--- config.mk ---
export PLATFORM = sky130hd
export DESIGN_NAME = load_store_unit_flat
export DESIGN_NICKNAME = d
export VERILOG_FILES = /design/src/rtl/load_store_unit_if.sv /design/src/rtl/load_store_unit.sv /design/src/flat_wrapper.sv
export SDC_FILE = /design/constraint.sdc
export NUM_CORES = 1
export LEC_CHECK = 0
export CELL_PAD_IN_SITES_DETAIL_PLACEMENT = 2
export CELL_PAD_IN_SITES_GLOBAL_PLACEMENT = 2
export CORE_MARGIN = 2
export CORE_UTILIZATION = 34
export DETAILED_ROUTE_END_ITERATION = 10
export PLACE_DENSITY_LB_ADDON = 0.1
export SLEW_MARGIN = 20
export SYNTH_ARGS = -nofsm -noshare
export SYNTH_HDL_FRONTEND = slang
export SYNTH_SLANG_ARGS = --single-unit
--- constraint.sdc ---
create_clock -name clk -period 11.19 [get_ports clk]
set_clock_uncertainty 0.05 [all_clocks]
set_input_delay 2.238 -clock clk [delete_from_list [all_inputs] [get_ports clk]]
set_output_delay 2.238 -clock clk [all_outputs]
set_load 0.02 [all_outputs]
--- src/rtl/load_store_unit_if.sv ---
// Bundles the core request/response handshake and the DataMemory bus.
// The slave modport is the load/store unit's view; master is the
// environment (core plus memory) driving requests and DataRd.
interface load_store_unit_if;
   logic        req_valid;
   logic        req_ready;
   logic        req_we;
   logic [2:0]  req_funct3;
   logic [31:0] req_addr;
   logic [31:0] req_wdata;
   logic        resp_valid;
   logic [31:0] resp_rdata;
   logic        resp_err;
   logic [31:0] Address;
   logic [31:0] DataWr;
   logic        DMWr;
   logic [2:0]  DMCtrl;
   logic [31:0] DataRd;

   modport slave (
      input  req_valid, req_we, req_funct3, req_addr, req_wdata, DataRd,
      output req_ready, resp_valid, resp_rdata, resp_err,
      output Address, DataWr, DMWr, DMCtrl
   );

   modport master (
      output req_valid, req_we, req_funct3, req_addr, req_wdata, DataRd,
      input  req_ready, resp_valid, resp_rdata, resp_err,
      input  Address, DataWr, DMWr, DMCtrl
   );
endinterface

--- src/rtl/load_store_unit.sv ---
// Load/store unit: accepts one request per handshake, drives DataMemory,
// splits misaligned H/W accesses into byte accesses and returns the result
// with a one-cycle response pulse. Memory-side outputs are registered so
// they hold their last driven value between accesses.
module load_store_unit #(
   parameter int unsigned ADDR_MAX         = 1023,
   parameter bit          ALLOW_MISALIGNED = 1'b1
) (
   input logic              clk,
   input logic              rst_n,
   load_store_unit_if.slave bus
);

   typedef enum logic [1:0] {IDLE, ACCESS, SPLIT, RESP} state_t;

   state_t      state_q, state_d;
   logic [31:0] addr_q, addr_d;
   logic [31:0] wdata_q, wdata_d;
   logic        we_q, we_d;
   logic [2:0]  f3_q, f3_d;
   logic [1:0]  idx_q, idx_d;
   logic [31:0] buf_q, buf_d;
   logic [31:0] rdata_q, rdata_d;
   logic        err_q, err_d;
   logic [31:0] Address_q, Address_d;
   logic [31:0] DataWr_q, DataWr_d;
   logic        DMWr_q, DMWr_d;
   logic [2:0]  DMCtrl_q, DMCtrl_d;

   // Request decode, evaluated on the incoming request while in IDLE
   logic [2:0]  req_size;
   logic [32:0] req_end;
   logic        req_misal, req_illegal, req_err;

   // Split-access helpers
   logic        split_last;
   logic [1:0]  idx_nx;
   logic [31:0] buf_cur;
   logic [31:0] ext;

   // Size, end address (33-bit to avoid wrap) and error classification
   always_comb begin
      case (bus.req_funct3[1:0])
         2'b00:   req_size = 3'd1;
         2'b01:   req_size = 3'd2;
         default: req_size = 3'd4;
      endcase
      req_end     = {1'b0, bus.req_addr} + {30'b0, req_size} - 33'd1;
      req_misal   = ((bus.req_funct3[1:0] == 2'b01) && bus.req_addr[0]) ||
                    ((bus.req_funct3[1:0] == 2'b10) && (bus.req_addr[1:0] != 2'b00));
      req_illegal = (bus.req_funct3 == 3'b011) || (bus.req_funct3 == 3'b110) ||
                    (bus.req_funct3 == 3'b111) || (bus.req_we && bus.req_funct3[2]);
      req_err     = req_illegal || (req_end > 33'(ADDR_MAX)) ||
                    (req_misal && !ALLOW_MISALIGNED);
   end

   // State register and datapath registers
   always_ff @(posedge clk) begin
      if (!rst_n) begin
         state_q   <= IDLE;
         addr_q    <= '0;
         wdata_q   <= '0;
         we_q      <= 1'b0;
         f3_q      <= '0;
         idx_q     <= '0;
         buf_q     <= '0;
         rdata_q   <= '0;
         err_q     <= 1'b0;
         Address_q <= '0;
         DataWr_q  <= '0;
         DMWr_q    <= 1'b0;
         DMCtrl_q  <= '0;
      end else begin
         state_q   <= state_d;
         addr_q    <= addr_d;
         wdata_q   <= wdata_d;
         we_q      <= we_d;
         f3_q      <= f3_d;
         idx_q     <= idx_d;
         buf_q     <= buf_d;
         rdata_q   <= rdata_d;
         err_q     <= err_d;
         Address_q <= Address_d;
         DataWr_q  <= DataWr_d;
         DMWr_q    <= DMWr_d;
         DMCtrl_q  <= DMCtrl_d;
      end
   end

   // Next-state logic; memory outputs are set up one edge ahead of their cycle
   always_comb begin
      state_d   = state_q;
      addr_d    = addr_q;
      wdata_d   = wdata_q;
      we_d      = we_q;
      f3_d      = f3_q;
      idx_d     = idx_q;
      buf_d     = buf_q;
      rdata_d   = rdata_q;
      err_d     = err_q;
      Address_d = Address_q;
      DataWr_d  = DataWr_q;
      DMWr_d    = 1'b0;
      DMCtrl_d  = DMCtrl_q;

      split_last = (f3_q[1:0] == 2'b01) ? (idx_q == 2'd1) : (idx_q == 2'd3);
      idx_nx     = idx_q + 2'd1;
      buf_cur    = buf_q;
      buf_cur[{idx_q, 3'b000} +: 8] = bus.DataRd[7:0];
      case (f3_q)
         3'b001:  ext = {{16{buf_cur[15]}}, buf_cur[15:0]};
         3'b101:  ext = {16'b0, buf_cur[15:0]};
         default: ext = buf_cur;
      endcase

      case (state_q)
         IDLE: begin
            if (bus.req_valid) begin
               addr_d  = bus.req_addr;
               wdata_d = bus.req_wdata;
               we_d    = bus.req_we;
               f3_d    = bus.req_funct3;
               idx_d   = '0;
               buf_d   = '0;
               rdata_d = '0;
               if (req_err) begin
                  err_d   = 1'b1;
                  state_d = RESP;
               end else begin
                  err_d     = 1'b0;
                  Address_d = bus.req_addr;
                  DMWr_d    = bus.req_we;
                  if (req_misal) begin
                     DMCtrl_d = bus.req_we ? 3'b000 : 3'b100;
                     DataWr_d = {24'b0, bus.req_wdata[7:0]};
                     state_d  = SPLIT;
                  end else begin
                     DMCtrl_d = bus.req_funct3;
                     DataWr_d = bus.req_wdata;
                     state_d  = ACCESS;
                  end
               end
            end
         end
         ACCESS: begin
            rdata_d = we_q ? '0 : bus.DataRd;
            state_d = RESP;
         end
         SPLIT: begin
            buf_d = buf_cur;
            if (split_last) begin
               rdata_d = we_q ? '0 : ext;
               state_d = RESP;
            end else begin
               idx_d     = idx_nx;
               Address_d = addr_q + {30'b0, idx_nx};
               DataWr_d  = {24'b0, wdata_q[{idx_nx, 3'b000} +: 8]};
               DMWr_d    = we_q;
            end
         end
         default: begin
            state_d = IDLE;
         end
      endcase
   end

   assign bus.req_ready  = rst_n && (state_q == IDLE);
   assign bus.resp_valid = (state_q == RESP);
   assign bus.resp_rdata = (state_q == RESP) ? rdata_q : '0;
   assign bus.resp_err   = (state_q == RESP) && err_q;
   assign bus.Address    = Address_q;
   assign bus.DataWr     = DataWr_q;
   assign bus.DMWr       = DMWr_q;
   assign bus.DMCtrl     = DMCtrl_q;

endmodule

--- src/flat_wrapper.sv ---
// flat-port wrapper written by rule: the top's interface ports become plain ports
module load_store_unit_flat 
#(
   parameter int unsigned ADDR_MAX         = 1023,
   parameter bit          ALLOW_MISALIGNED = 1'b1
)
  (clk, rst_n, bus_req_valid, bus_req_we, bus_req_funct3, bus_req_addr, bus_req_wdata, bus_DataRd, bus_req_ready, bus_resp_valid, bus_resp_rdata, bus_resp_err, bus_Address, bus_DataWr, bus_DMWr, bus_DMCtrl);
  load_store_unit_if bus_i ();
  input logic clk;
  input logic rst_n;
  input wire logic [$bits(bus_i.req_valid)-1:0] bus_req_valid;
  input wire logic [$bits(bus_i.req_we)-1:0] bus_req_we;
  input wire logic [$bits(bus_i.req_funct3)-1:0] bus_req_funct3;
  input wire logic [$bits(bus_i.req_addr)-1:0] bus_req_addr;
  input wire logic [$bits(bus_i.req_wdata)-1:0] bus_req_wdata;
  input wire logic [$bits(bus_i.DataRd)-1:0] bus_DataRd;
  output wire logic [$bits(bus_i.req_ready)-1:0] bus_req_ready;
  output wire logic [$bits(bus_i.resp_valid)-1:0] bus_resp_valid;
  output wire logic [$bits(bus_i.resp_rdata)-1:0] bus_resp_rdata;
  output wire logic [$bits(bus_i.resp_err)-1:0] bus_resp_err;
  output wire logic [$bits(bus_i.Address)-1:0] bus_Address;
  output wire logic [$bits(bus_i.DataWr)-1:0] bus_DataWr;
  output wire logic [$bits(bus_i.DMWr)-1:0] bus_DMWr;
  output wire logic [$bits(bus_i.DMCtrl)-1:0] bus_DMCtrl;
  assign bus_i.req_valid = bus_req_valid;
  assign bus_i.req_we = bus_req_we;
  assign bus_i.req_funct3 = bus_req_funct3;
  assign bus_i.req_addr = bus_req_addr;
  assign bus_i.req_wdata = bus_req_wdata;
  assign bus_i.DataRd = bus_DataRd;
  assign bus_req_ready = bus_i.req_ready;
  assign bus_resp_valid = bus_i.resp_valid;
  assign bus_resp_rdata = bus_i.resp_rdata;
  assign bus_resp_err = bus_i.resp_err;
  assign bus_Address = bus_i.Address;
  assign bus_DataWr = bus_i.DataWr;
  assign bus_DMWr = bus_i.DMWr;
  assign bus_DMCtrl = bus_i.DMCtrl;
  load_store_unit #(.ADDR_MAX(ADDR_MAX), .ALLOW_MISALIGNED(ALLOW_MISALIGNED)) u_core (.clk(clk), .rst_n(rst_n), .bus(bus_i));
endmodule
### Metal 2

Drawn at 2 px/um.
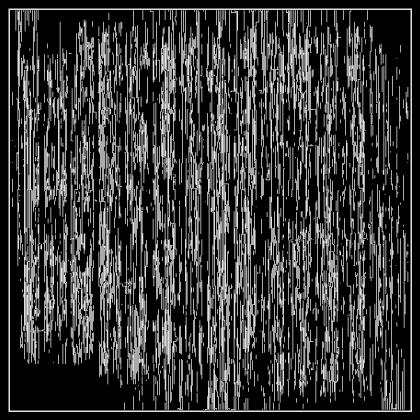
share of all routed wire	51%
nets with wire on the layer	1,855
main direction	vertical
wire length on this layer	27.8 mm
longest straight run	83.6 um

### A small window of the routed layout

Region (88, 88) to (113, 113) um. Cells in grey, sequential cells in the stronger grey; small squares are vias.
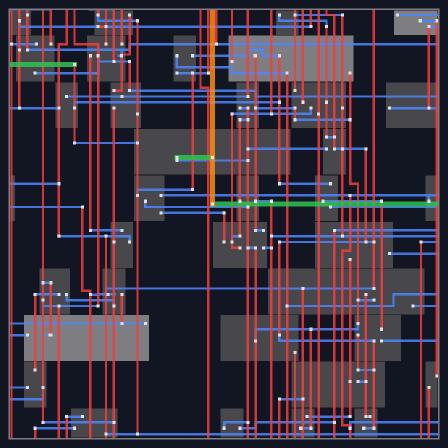
colour	layer
blue	met1
green	met3
orange	met4
red	met2
cells with their middle in the window	33
sequential cells in the window	2
netlist names of flops here include	u_core.addr_q (1), u_core.state_q (1)
most frequent	nand2_1 (8), inv_1 (3), nor2_1 (3)

### Cell sizes after repair

Drawn at 2 px/um.
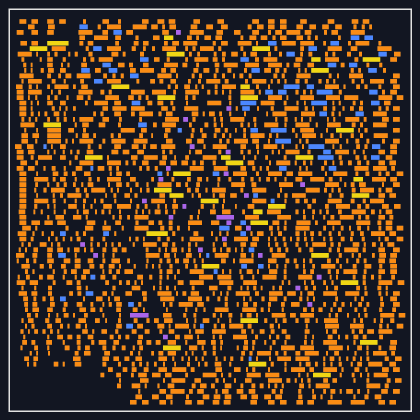
colour	size	cells
blue	drive 2	70
purple	drive 3 to 4	26
orange	drive 1 or less	1,764
yellow	drive 6 and up	36
growth of design area from synthesis to finish: 24.4%
final setup slack of the worst path: 3.71 ns
layout buffer count excluding clock buffers: 226
Non-Filler Cell Area, Final: 0.0163 mm2

==> report_table.html <==
<!-- implementation run metrics -->
<table>
<tr><th>Metric</th><th>Value</th></tr>
<tr><th colspan="2">Finish</th></tr>
<tr><td>Top cell excl fill/tap</td><td>a21oi_1</td></tr>
<tr><td>Post-layout util</td><td>43.1%</td></tr>
<tr><td>Cell kind with the greatest summed area</td><td>logic gates</td></tr>
<tr><td>Logic inverters</td><td>about 63</td></tr>
<tr><td>Flip-flop and latch share of the layout cell area</td><td>between 20% and 30%</td></tr>
<tr><td>Signal buffers share of area</td><td>between 10% and 20%</td></tr>
<tr><td>Count of placed standard cells in the final layout, fillers left out</td><td>~2,400</td></tr>
<tr><td>Share of cells above drive strength 1</td><td>6.96%</td></tr>
<tr><td>Register area</td><td>about 0.0041 mm2</td></tr>
<tr><th colspan="2">CTS</th></tr>
<tr><td>Hold buffer count at cts</td><td>0</td></tr>
<tr><td>Number of instances resized during post-cts repair</td><td>0</td></tr>
<tr><td>Max Buffers Root-to-Sink</td><td>3</td></tr>
<tr><td>Root buffer selected by CTS</td><td>clkbuf_16</td></tr>
<tr><td>Post-CTS repair timing setup buffer count</td><td>0</td></tr>
<tr><th colspan="2">Yosys</th></tr>
<tr><td>Proportion of synthesized area in mux cells</td><td>2.77%</td></tr>
<tr><td>AND-OR/OR-AND Cells, Area Fraction</td><td>between 20% and 30%</td></tr>
<tr><td>EDFF count, synth</td><td>0</td></tr>
<tr><td>Flops out of synthesis</td><td>around 210</td></tr>
<tr><td>Library cell with the largest summed area after synthesis</td><td>dfxtp_1</td></tr>
<tr><td>Synth Instances</td><td>1,763</td></tr>
<tr><td>AND/OR/NAND/NOR Cells, Area Fraction</td><td>between 20% and 30%</td></tr>
<tr><td>Average cell area after synthesis</td><td>about 7.4 um2</td></tr>
<tr><td>Net count after synthesis</td><td>around 1,900</td></tr>
<tr><td>Post-synthesis cell area</td><td>0.0131 mm2</td></tr>
<tr><td>Post-synthesis chip area from yosys</td><td>~0.013 mm2</td></tr>
<tr><td>Top logic cell family in the synthesized netlist</td><td>simple AND/OR/NAND/NOR gates</td></tr>
<tr><td>Most frequent cell after synthesis</td><td>a21oi_1</td></tr>
<tr><th colspan="2">Critical path</th></tr>
<tr><td>Reg-to-Reg End</td><td>u_core.bus.Address[28]$_SDFFE_PN0P_</td></tr>
<tr><td>Critical path origin</td><td>bus_req_funct3[1]</td></tr>
<tr><td>Required arrival time at the worst endpoint</td><td>11.54 ns</td></tr>
<tr><td>Worst Path Buf+Inv</td><td>5</td></tr>
<tr><td>Crit path depth</td><td>18</td></tr>
<tr><td>Critical Path End Type</td><td>flip-flop</td></tr>
<tr><td>Dominant delay contributor by cell family on the critical path</td><td>buffers and inverters</td></tr>
<tr><td>Beginning of the worst register-to-register path</td><td>u_core.idx_q[0]$_SDFFE_PN0P_</td></tr>
<tr><td>Critical path's largest stage delay</td><td>around 0.72 ns</td></tr>
<tr><td>Startpoint-to-endpoint class of the critical path</td><td>in2reg</td></tr>
<tr><td>Startpoint class of the critical path</td><td>input pin</td></tr>
<tr><td>Arr. time, crit path</td><td>7.82 ns</td></tr>
<tr><th colspan="2">STA</th></tr>
<tr><td>Count of final setup violators</td><td>0</td></tr>
<tr><td>Pins Over Slew Limit</td><td>0</td></tr>
<tr><td>Max Clk Rate</td><td>0.134 GHz</td></tr>
<tr><td>Setup repair after global routing missed its margin</td><td>no</td></tr>
<tr><td>Slew at the pin closest to its max-slew limit</td><td>~1.1 ns</td></tr>
<tr><th colspan="2">Outcome</th></tr>
<tr><td>Run status</td><td>finished clean</td></tr>
<tr><th colspan="2">Power and ir drop</th></tr>
<tr><td>Maximum vdd ir drop</td><td>0.116 mV</td></tr>
<tr><td>Total power consumption of the routed design</td><td>around 0.0031 W</td></tr>
<tr><td>Sequential power</td><td>about 0.00097 W</td></tr>
<tr><td>Power Dens Cells</td><td>approximately 190 mW/mm2</td></tr>
<tr><td>Power group with the highest consumption</td><td>combinational cells</td></tr>
<tr><td>Leakage power figure</td><td>6.12 nW</td></tr>
<tr><td>Comb group</td><td>roughly 0.0013 W</td></tr>
<tr><td>Net switching share of the total power</td><td>42.4%</td></tr>
<tr><th colspan="2">Routing</th></tr>
<tr><td>Via density per instance</td><td>a little under 6</td></tr>
<tr><td>Number of iterations in the first detailed-routing pass</td><td>4</td></tr>
<tr><td>Via count</td><td>about 14,000</td></tr>
<tr><td>DRC errors left</td><td>0</td></tr>
<tr><td>Number of DRC markers in iteration 0</td><td>740</td></tr>
<tr><th colspan="2">Worst hold path</th></tr>
<tr><td>Hold endpoint</td><td>u_core.wdata_q[3]$_SDFFE_PN0P_</td></tr>
<tr><td>Min-delay src</td><td>u_core.wdata_q[3]$_SDFFE_PN0P_</td></tr>
<tr><th colspan="2">Global route</th></tr>
<tr><td>Largest net degree at the start of global routing</td><td>approximately 90</td></tr>
<tr><td>Wire length of the first global-routing pass</td><td>85,500 um</td></tr>
<tr><td>Number of antenna violations at the first check in global routing</td><td>0</td></tr>
<tr><th colspan="2">Placement</th></tr>
<tr><td>Port-buffer cells</td><td>approximately 200</td></tr>
<tr><td>HPWL after detailed placement</td><td>about 38,000 um</td></tr>
<tr><td>Setup WS pre-CTS</td><td>approximately 3.2 ns</td></tr>
</table>
### Placement density heat map

Drawn at 2 px/um. The die is cut into 20 by 20 equal tiles; black is low, pale yellow is high, 0 to 100% covered.
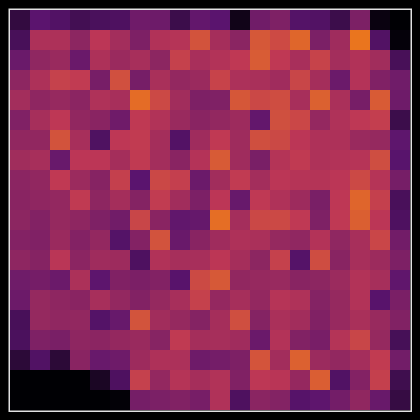
mean over tiles	39%
fullest tile	68%
nearly empty tiles	3.0%
emptiest ninth of the die	south-west

### Congestion heat map

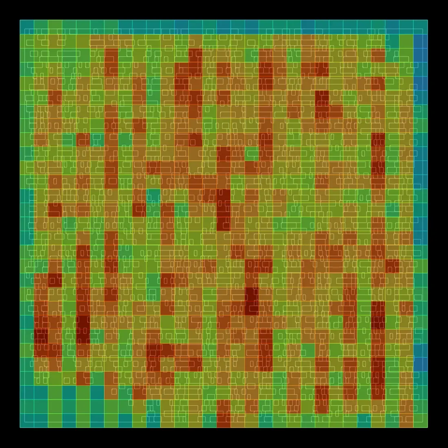
aggregate global-route resource usage: 26.3%
most utilized layer in the global route result: met2
routing usage on met2: 48.4%
mean routed wirelength per cell: 22.5 um
GR Layer Usage met3: 2.62%

Power and IR drop assume default switching activity.
